placed.png
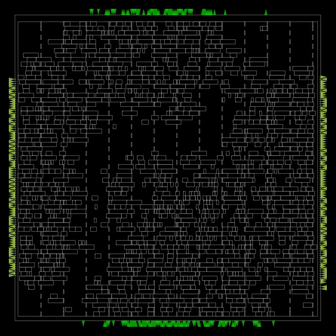
layers.png
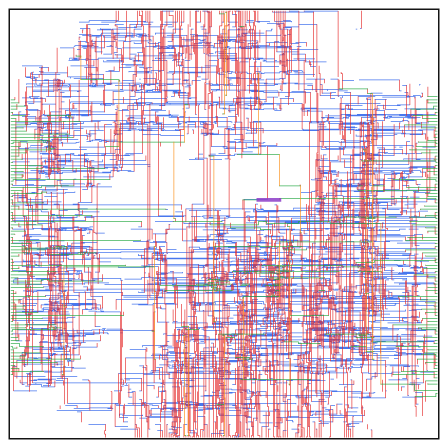
closeup.png
Window x 73 to 113, y 36 to 76 um. Cells in grey, sequential cells in the stronger grey; small squares are vias.
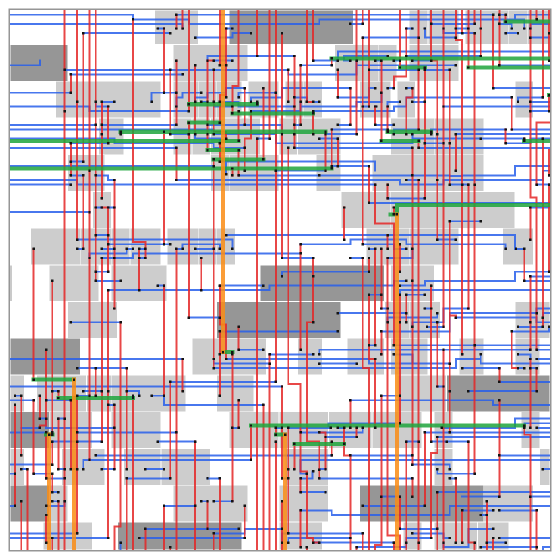
clock_wires.png
The bar under the picture is 50 um long.
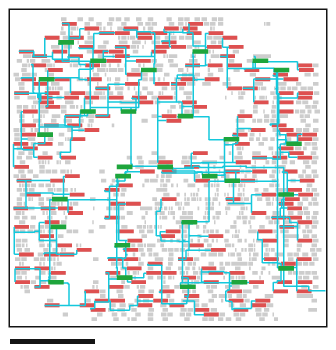
m3.png
The bar under the picture is 50 um long.
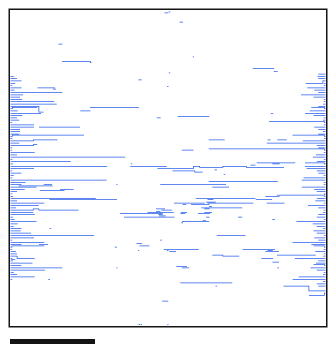
Design mem_access_unit, sky130hd; sources not shown.
==> flow_metrics.tcl <==
# implementation run metrics
set metrics [dict create \
    cts_root_buf "sky130_fd_sc_hd__clkbuf_16" \
    synth.yosys.seq_area_share 0.5187 \
    netlist_area_before_placement_sq_mm 0.01042 \
    path_depth 8 \
    cp_max_fo 10 \
    cts_setup_buffers 1 \
    cts-resized-gates 4 \
    power_switching_share 0.3638 \
    synthXorXnorAreaFrac 0.002521 \
    cell_count_in_the_yosys_report 872 \
    buffer_ports.inserted 315 \
    detail-route-antenna-nets 0 \
    tritoncts "yes" \
    boundaryPins 319 \
    drt_pre_antenna_iters 7 \
    total_leakage_power_nw 6.566 \
    initial_core_util 0.3179 \
    tightest_slew_ns 0.7959 \
    first_iter_violations 560 \
    grt_pass1_vias 8745 \
    chip_area_sq_mm 0.03473 \
    placement.setup.worst_slack_ns -0.4788 \
    grt-busiest-layer "met2" \
    routabilityCongestion 0.8545 \
    cellInternalPower_w 0.007031 \
    timing.final.ws_setup_ns 0.2152 \
    grt.met2_usage 0.3235 \
    period_minus_slack_ns 4.285 \
    vias_per_cell 5.061 \
    final_area_sq_mm 0.01523 \
    detail_route.drc_violations 0 \
    synth-edff-count 0 \
    comb_area_frac 0.2909 \
    highest_layer "met5" \
    arrival_ns 3.28 \
    warnings 26 \
    cts.hold.buffers_added 0 \
    grt_first_pass_wirelength_mm 55.30 \
    placed_area_sq_mm 0.01422 \
    hp-class "input port to async pin" \
    die_width_um 186.4 \
    worstPathCellList "clkdlybuf4s50_1 -> mux2i_1 -> o221ai_2 -> buf_6 -> buf_6 -> buf_2 -> o21ai_1 -> clkdlybuf4s15_2" \
    power.group.top "combinational logic" \
    grt_setup_unrepaired "false" \
    grtUsageMet1 0.2769 \
    die_h_um 186.4 \
    signal_buffers 411 \
    cts-buffers-inserted 28 \
    maxSlewViolCount 0 \
    setup_tns_ns 0 \
    n_all_inverters 11 \
    final.fill_count 3077 \
    cp-end-kind "output pin" \
    design.final.nets 1365 \
    power.share.combinational 0.469 \
    total_power_w 0.01105 \
    detailroute.wirelength.met2_mm 16.41 \
    critical_path.most_common_cell "sky130_fd_sc_hd__buf_6" \
    cpMaxStageDelayCell "sky130_fd_sc_hd__clkdlybuf4s50_1" \
    post_synth_arst_share 1.000 \
    layout_worst_path_cycle_share 0.9522 \
    multiInputCombCellCount 552 \
    critical_path_buf_inv_count 5 \
    wl_met1_mm 15.92 \
    tap-cell-count 442 \
    hpwl_mm 26.65 \
    ys_sh_adder 0 \
    synthSimpleGateAreaFrac 0.07156 \
    clockNetworkAreaShare 0.06451 \
    cp_top_family "buffers and inverters" \
    final_cell_count_no_fill 1683 \
    mostFrequentLayoutCells "sky130_fd_sc_hd__clkdlybuf4s50_1, sky130_fd_sc_hd__dfrtp_1, sky130_fd_sc_hd__nand2_1" \
    comb_area_sq_mm 0.004429 \
    power.density_mw_per_mm2 725.8 \
    synthesis.area_per_instance_sq_um 11.95 \
    power.switching_w 0.004020 \
    clk_path_buf_depth 3 \
    cp_slowest_stage_delay_ns 0.69 \
    pwr.group.sequential_w 0.00351 \
    r2r.worst_path.cells 8 \
    hold_slack_ns 0.09858 \
    path_clk_slew_ns 0.06 \
    ys_ff 216 \
    area_delta_synth_final_pct 46.10 \
    layout.area.seq_sq_mm 0.005405 \
    synth_area_leader_cell "sky130_fd_sc_hd__dfrtp_1" \
    seqAreaFraction 0.3550 \
    worst-r2r-setup-slack_ns 1.08 \
    largest_class "registers" \
    final_layout_size_suffix_gt1_frac 0.1574 \
    top_cells_by_count "sky130_fd_sc_hd__dfrtp_1, sky130_fd_sc_hd__nand2_1, sky130_fd_sc_hd__mux2_4" \
    required_time_worst_endpoint_ns 3.50 \
    top_logic_kind "multiplexers" \
    max-vdd-ir-drop_mv 0.3520 \
    most_frequent_logic_cell_in_the_layout "sky130_fd_sc_hd__clkdlybuf4s50_1" \
    comb-power_w 0.00518 \
    antenna_cells_inserted 2 \
    synth_top_flop_cell "sky130_fd_sc_hd__dfrtp_1" \
    aoi_share 0.1323 \
    relative_slew_slack 0.4694 \
    overflow 0 \
    type_of_element_launching_the_critical_path "input port" \
    synth.lib_cells_used.distinct 60 \
    antenna_found_initial 3 \
    detailroute.wirelength.met3_mm 2.742 \
    synthTopCellsByArea "sky130_fd_sc_hd__dfrtp_1, sky130_fd_sc_hd__mux2_4, sky130_fd_sc_hd__mux2i_1" \
    synth_dominant_cell_count "sky130_fd_sc_hd__dfrtp_1" \
    tritoncts_num_sinks 216 \
    grt_max_degree 68 \
    yosysChipArea_sq_mm 0.01042 \
    htree_levels 1 \
    path_class "input port to output pin" \
    max_cap_violations 0 \
    synthCells 872 \
    status "finished, final reports clean" \
    timing.fmax_mhz 233.4 \
    yosysWarnings 0 \
    signal_buffer_area_fraction 0.2502 \
    setup_viol 0 \
    netlist.area_leader.share 0.5187 \
    hold_viol_final 0 \
    dpl.cell_count 1633 \
    layout.clock_buffers 38 \
    synth.mux.area_fraction 0.2162 \
    seq_power_share 0.317 \
]
Notes on placed.png above:
utilization of the core after routing: 0.4644
core region area: 0.03278 sq mm
flip-flop and latch count: 216
cell row count: 66

Notes on layers.png above:
layer	colour	wire length
M2	red	16400 um
M5	purple	9.20 um
M3	green	2740 um
M1	blue	15900 um
M4	orange	942 um
Total Wirelength: 36.02 mm
average detailed-routed wire length per instance: 21.40 um
routed vias: 8517
global-route usage over all layers: 0.2043

Notes on closeup.png above:
layer	colour
M1	blue
M2	red
M4	orange
M3	green
cells with their middle in the window	94
sequential cells in the window	7
most frequent	clkdlybuf4s50_1 (13), nand2_1 (9)

Notes on clock_wires.png above:
[clock-net drivers] green | count: 28
[flip-flops] red | count: 216
[clock wires] cyan | length: 3350 um
routed clock nets	29
flops lie	widely spread
clock network fraction of design power: 0.214
Power Clock: 0.00236 W
clock network latency to the later pin of the worst-skew pair: 0.54 ns

Notes on m3.png above:
share of all routed wire	7.6%
nets with wire on the layer	239
longest straight run	68.1 um
met3 GRT Util: 0.05266

Power is estimated from default activity; no workload was simulated.
